Fig. 1: gate-type map
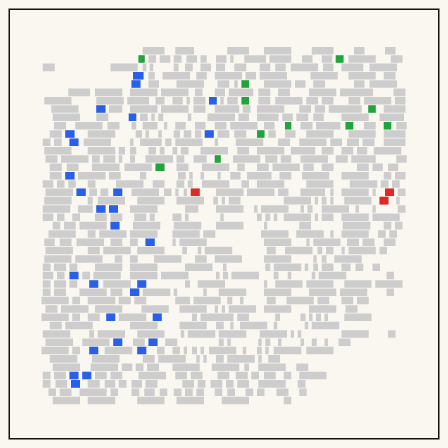
Fig. 2: routing congestion map
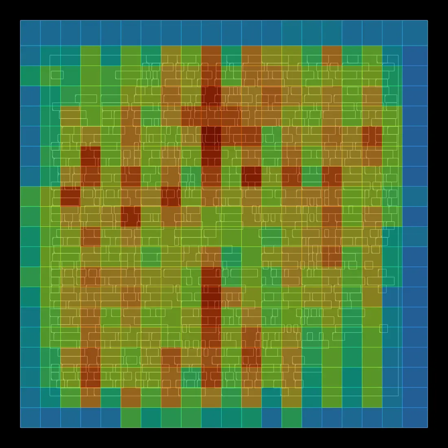
Fig. 3: metal layers overlaid
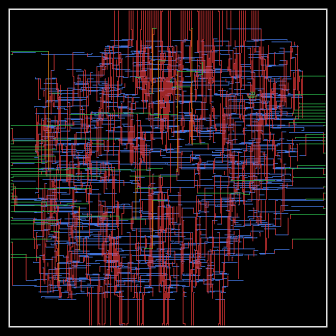
Fig. 4: cell area per tile
14 x 14 tiles, from white (low) to dark blue (high), 0 to 100% covered.
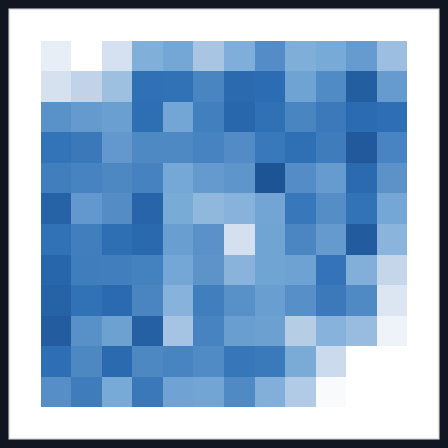
Fig. 5: met2 routing
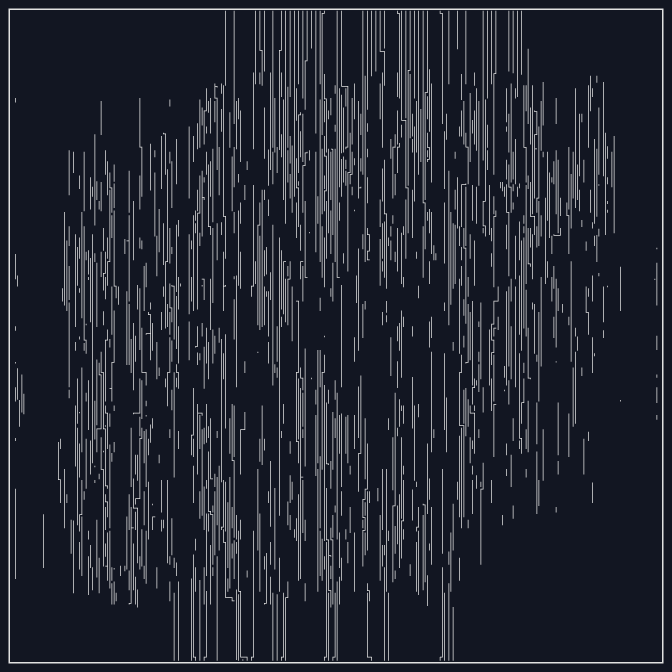
**src/rtl/cpu_pkg.sv**
```systemverilog
// Shared types and constants for the CPU I/O sequencer: mode and output-FSM
// encodings, word geometry and a big-endian byte selector.
package cpu_pkg;

    typedef enum logic [1:0] {
        IDLE = 2'd0,
        LOAD = 2'd1,
        RUN  = 2'd2
    } mode_t;

    typedef enum logic [1:0] {
        O_IDLE  = 2'd0,
        O_SEND  = 2'd1,
        O_GUARD = 2'd2
    } out_state_t;

    localparam int BYTES_PER_WORD = 4;
    localparam int BYTE_IDX_W     = $clog2(BYTES_PER_WORD);

    // Byte 0 is the most significant byte of the word.
    function automatic logic [7:0] word_byte(input logic [31:0]           word,
                                             input logic [BYTE_IDX_W-1:0] idx);
        logic [31:0] shifted;
        shifted = word << {idx, 3'b000};
        return shifted[31:24];
    endfunction

endpackage

```
**src/rtl/word_assembler.sv**
```systemverilog
// Collects four bytes MSB first into a 32-bit word; word_done/word are valid
// combinationally in the cycle the fourth byte arrives.
module word_assembler
    import cpu_pkg::*;
(
    input  logic        CLK,
    input  logic        reset,
    input  logic        clear,
    input  logic        byte_valid,
    input  logic [7:0]  byte_data,
    output logic        word_done,
    output logic [31:0] word
);

    logic [BYTE_IDX_W-1:0] byte_cnt;
    logic [23:0]           shift_reg;

    assign word_done = byte_valid && (byte_cnt == BYTE_IDX_W'(BYTES_PER_WORD - 1));
    assign word      = {shift_reg, byte_data};

    // A clear in the same cycle as the final byte still lets that word out.
    always_ff @(posedge CLK or negedge reset) begin
        if (!reset) begin
            byte_cnt  <= '0;
            shift_reg <= '0;
        end else if (clear) begin
            byte_cnt  <= '0;
            shift_reg <= '0;
        end else if (byte_valid) begin
            byte_cnt  <= byte_cnt + BYTE_IDX_W'(1);
            shift_reg <= {shift_reg[15:0], byte_data};
        end
    end

endmodule

```
**src/rtl/cpu_io_sequencer.sv**
```systemverilog
// Program load from UART into instruction memory, then run-time UART word
// input/output for in/out instructions with pipeline stall generation.
module cpu_io_sequencer
    import cpu_pkg::*;
#(
    parameter int INST_MEM_WIDTH = 2
) (
    input  logic                      CLK,
    input  logic                      reset,
    input  logic                      start_sw,
    input  logic                      end_sw,
    input  logic [7:0]                rx_data,
    input  logic                      rx_valid,
    output logic                      imem_we,
    output logic [INST_MEM_WIDTH-1:0] imem_addr,
    output logic [31:0]               imem_wdata,
    output logic                      cpu_run,
    input  logic                      cpu_in_req,
    output logic [31:0]               cpu_in_data,
    input  logic                      cpu_out_req,
    input  logic [31:0]               cpu_out_data,
    output logic [7:0]                tx_data,
    output logic                      tx_enable,
    input  logic                      tx_ready,
    output logic                      stall,
    output logic [3:0]                led
);

    mode_t                 mode, mode_next;
    out_state_t            out_state, out_state_next;
    logic                  run_mode, load_mode;
    logic                  load_clear, run_clear;
    logic                  load_done, in_done;
    logic [31:0]           load_word, in_word;
    logic                  in_full, rx_overflow, in_consume;
    logic [31:0]           in_hold, out_word;
    logic [BYTE_IDX_W-1:0] out_idx;
    logic                  out_busy, out_accept;

    assign run_mode   = (mode == RUN);
    assign load_mode  = (mode == LOAD);
    assign load_clear = ((mode == IDLE) && start_sw) || (load_mode && end_sw);
    assign run_clear  = load_mode && end_sw;

    always_comb begin
        mode_next = mode;
        case (mode)
            IDLE:    if (start_sw) mode_next = LOAD;
            LOAD:    if (end_sw)   mode_next = RUN;
            default: mode_next = mode;
        endcase
    end

    word_assembler u_load_asm (
        .CLK        (CLK),
        .reset      (reset),
        .clear      (load_clear),
        .byte_valid (rx_valid && load_mode),
        .byte_data  (rx_data),
        .word_done  (load_done),
        .word       (load_word)
    );

    word_assembler u_in_asm (
        .CLK        (CLK),
        .reset      (reset),
        .clear      (run_clear),
        .byte_valid (rx_valid && run_mode),
        .byte_data  (rx_data),
        .word_done  (in_done),
        .word       (in_word)
    );

    // Write strobe lags the fourth byte by one cycle; the address advances after it.
    always_ff @(posedge CLK or negedge reset) begin
        if (!reset) begin
            mode       <= IDLE;
            cpu_run    <= 1'b0;
            imem_we    <= 1'b0;
            imem_addr  <= '0;
            imem_wdata <= '0;
        end else begin
            mode    <= mode_next;
            cpu_run <= (mode_next == RUN);
            imem_we <= load_done;
            if (load_done)
                imem_wdata <= load_word;
            if ((mode == IDLE) && start_sw)
                imem_addr <= '0;
            else if (imem_we)
                imem_addr <= imem_addr + INST_MEM_WIDTH'(1);
        end
    end

    assign in_consume  = run_mode && cpu_in_req && in_full;
    assign cpu_in_data = in_hold;

    // A word completing alongside a consume refills the holding register.
    always_ff @(posedge CLK or negedge reset) begin
        if (!reset) begin
            in_full     <= 1'b0;
            in_hold     <= '0;
            rx_overflow <= 1'b0;
        end else if (in_done) begin
            if (!in_full || in_consume) begin
                in_hold <= in_word;
                in_full <= 1'b1;
            end else begin
                rx_overflow <= 1'b1;
            end
        end else if (in_consume) begin
            in_full <= 1'b0;
        end
    end

    assign out_busy   = (out_state != O_IDLE);
    assign out_accept = run_mode && cpu_out_req && !out_busy;

    always_comb begin
        out_state_next = out_state;
        tx_enable      = 1'b0;
        tx_data        = 8'h00;
        case (out_state)
            O_IDLE: if (out_accept) out_state_next = O_SEND;
            O_SEND: begin
                if (tx_ready) begin
                    tx_enable      = 1'b1;
                    tx_data        = word_byte(out_word, out_idx);
                    out_state_next = O_GUARD;
                end
            end
            O_GUARD: begin
                if (out_idx == BYTE_IDX_W'(BYTES_PER_WORD - 1))
                    out_state_next = O_IDLE;
                else
                    out_state_next = O_SEND;
            end
            default: out_state_next = O_IDLE;
        endcase
    end

    always_ff @(posedge CLK or negedge reset) begin
        if (!reset) begin
            out_state <= O_IDLE;
            out_word  <= '0;
            out_idx   <= '0;
        end else begin
            out_state <= out_state_next;
            if (out_accept) begin
                out_word <= cpu_out_data;
                out_idx  <= '0;
            end else if (out_state == O_GUARD) begin
                out_idx <= out_idx + BYTE_IDX_W'(1);
            end
        end
    end

    assign stall = run_mode && ((cpu_in_req && !in_full) || (cpu_out_req && out_busy));
    assign led   = {out_busy, rx_overflow, run_mode, load_mode};

endmodule

```
**config.mk**
```make
export PLATFORM = sky130hd
export DESIGN_NAME = cpu_io_sequencer
export DESIGN_NICKNAME = d
export VERILOG_FILES = /design/src/rtl/cpu_pkg.sv /design/src/rtl/word_assembler.sv /design/src/rtl/cpu_io_sequencer.sv
export SDC_FILE = /design/constraint.sdc
export NUM_CORES = 1
export LEC_CHECK = 0
export CELL_PAD_IN_SITES_DETAIL_PLACEMENT = 1
export CELL_PAD_IN_SITES_GLOBAL_PLACEMENT = 1
export CORE_MARGIN = 10
export CORE_UTILIZATION = 45
export DETAILED_ROUTE_END_ITERATION = 7
export PLACE_DENSITY = 0.95
export SKIP_CTS_REPAIR_TIMING = 1
export SLEW_MARGIN = 20
export SYNTH_ARGS = -nofsm -noshare
export SYNTH_HDL_FRONTEND = slang
export SYNTH_SLANG_ARGS = --single-unit
```
**constraint.sdc**
```tcl
create_clock -name CLK -period 3.6 [get_ports CLK]
set_input_delay 1.08 -clock CLK [delete_from_list [all_inputs] [get_ports CLK]]
set_output_delay 1.08 -clock CLK [all_outputs]
set_load 0.1 [all_outputs]
```
==> impl_metrics.tcl <==
# metrics dict for downstream scripts
set metrics [dict create \
    relSlewSlack_pct 32.7 \
    finalClockSkew_ps 7.50 \
    clock.fmax_ghz 0.293 \
    synth_flops 160 \
    critPathRequiredTime_ps 2520 \
    vdd_drop_max_mv 0.805 \
    rr_endpoint "u_in_asm.shift_reg[21]" \
    netlist_top_cells_area "dfrtp_1, mux2_2, a22o_1" \
    synth_area_per_cell_um2 14.0 \
    most-common-layout-cells "dfrtp_1, mux2_2, buf_4" \
    fp_util_pct 46.2 \
    r2r-start "mode[1]" \
    r2r_slack_ps 1540 \
    status "finished, final reports clean" \
    drive_above_1_share_pct 40.1 \
    end_kind "primary output" \
    maxCapViolCount 0 \
    ioPinCount 130 \
    ys_types 36 \
    grt_pass1_wl_mm 27.1 \
    hold_class "reg -> reg" \
    dpl_cell_area_um2 7770 \
    crit_arrival_ps 2330 \
    cpMaxStageDelayCell "clkdlybuf4s50_1" \
    p_per_area_nw_per_um2 965 \
    ff_type "dfrtp_1" \
    dr.pass1.iters 4 \
]
Notes on Fig. 1 above:
family	colour	cells
AND-OR and OR-AND gates	blue	28
AND and OR gates	green	11
XOR/XNOR gates	red	3
Finished Layout Cells: 780
most used logic cell in the final layout: dfrtp_1

Notes on Fig. 2 above:
DR WL/cell: 21.5 um
aggregate global-route resource usage: 17.4%

Notes on Fig. 3 above:
layer	colour	wire length
met1	blue	6,550 um
met4	orange	282 um
met3	green	1,000 um
met2	red	8,950 um
WL final: 16.8 mm
DR vias: 4,124

Notes on Fig. 4 above:
tiles over 75% full	9.7%
nearly empty tiles	29%
mean over tiles	42%
fullest tile	86%
fin util: 60.0%
CORE AREA: 14,000 um2

Notes on Fig. 5 above:
wire length on this layer	8,950 um
nets with wire on the layer	605
grt met2 use: 30.4%

final cells by class:
class	count	area (um2)
diodes	1	2.50
well taps	180	225
flip-flops and latches	160	4000
inverters	8	30.0
repair buffers	136	1280
multi-input cells	263	2240
clock buffers	19	453
clock inverters	13	161
fillers	1376	5600
cells by family after synthesis:
group / count (synthesis) / share of synthesized area [%]
simple gates: 87 / 6.59
compound gates: 65 / 7.03
flops: 160 / 62.0
xor+xnor: 3 / 0.407
fa+ha+maj: 3 / 0.581
buf+inv: 37 / 3.66
mux: 105 / 19.7
worst max-delay path: cells and delay by family:
kind | cells | cell delay [ps]
buffers and inverters | 3 | 750
and+or+nand+nor | 2 | 490
worst max path at each step:
stage | startpoint | endpoint | slack (ps) | cells past startpoint
global placement | tx_ready | tx_data[0] | 270 | 5
finish | tx_ready | tx_data[0] | 190 | 5
CTS | tx_ready | tx_data[0] | 170 | 5
global route | tx_ready | tx_data[0] | 120 | 5
floorplan | tx_ready | tx_data[0] | -20 | 3
detailed placement | tx_ready | tx_data[0] | 180 | 5
metrics by stage:
stage | instances | power (uW) | util [%]
after floorplan | 460 | 5380 | -
after global placement | 747 | 6100 | 55.6
after detailed placement | 747 | 6280 | 55.6
after CTS | 779 | 8180 | 60.0
after global routing | 780 | 8460 | 60.0
final | 780 | 8090 | 60.0
routing by layer:
layer / track usage [%] / wire, um
met3: 6.02 / 1000
met5: 0 / 0
met2: 30.4 / 8950
met1: 19.2 / 6550
met4: 5.76 / 282
where the power goes:
group / internal (uW) / switching, uW
Combinational: 1110 / 2300
Sequential: 2390 / 434
Clock: 1130 / 732
Power and IR drop assume default switching activity.
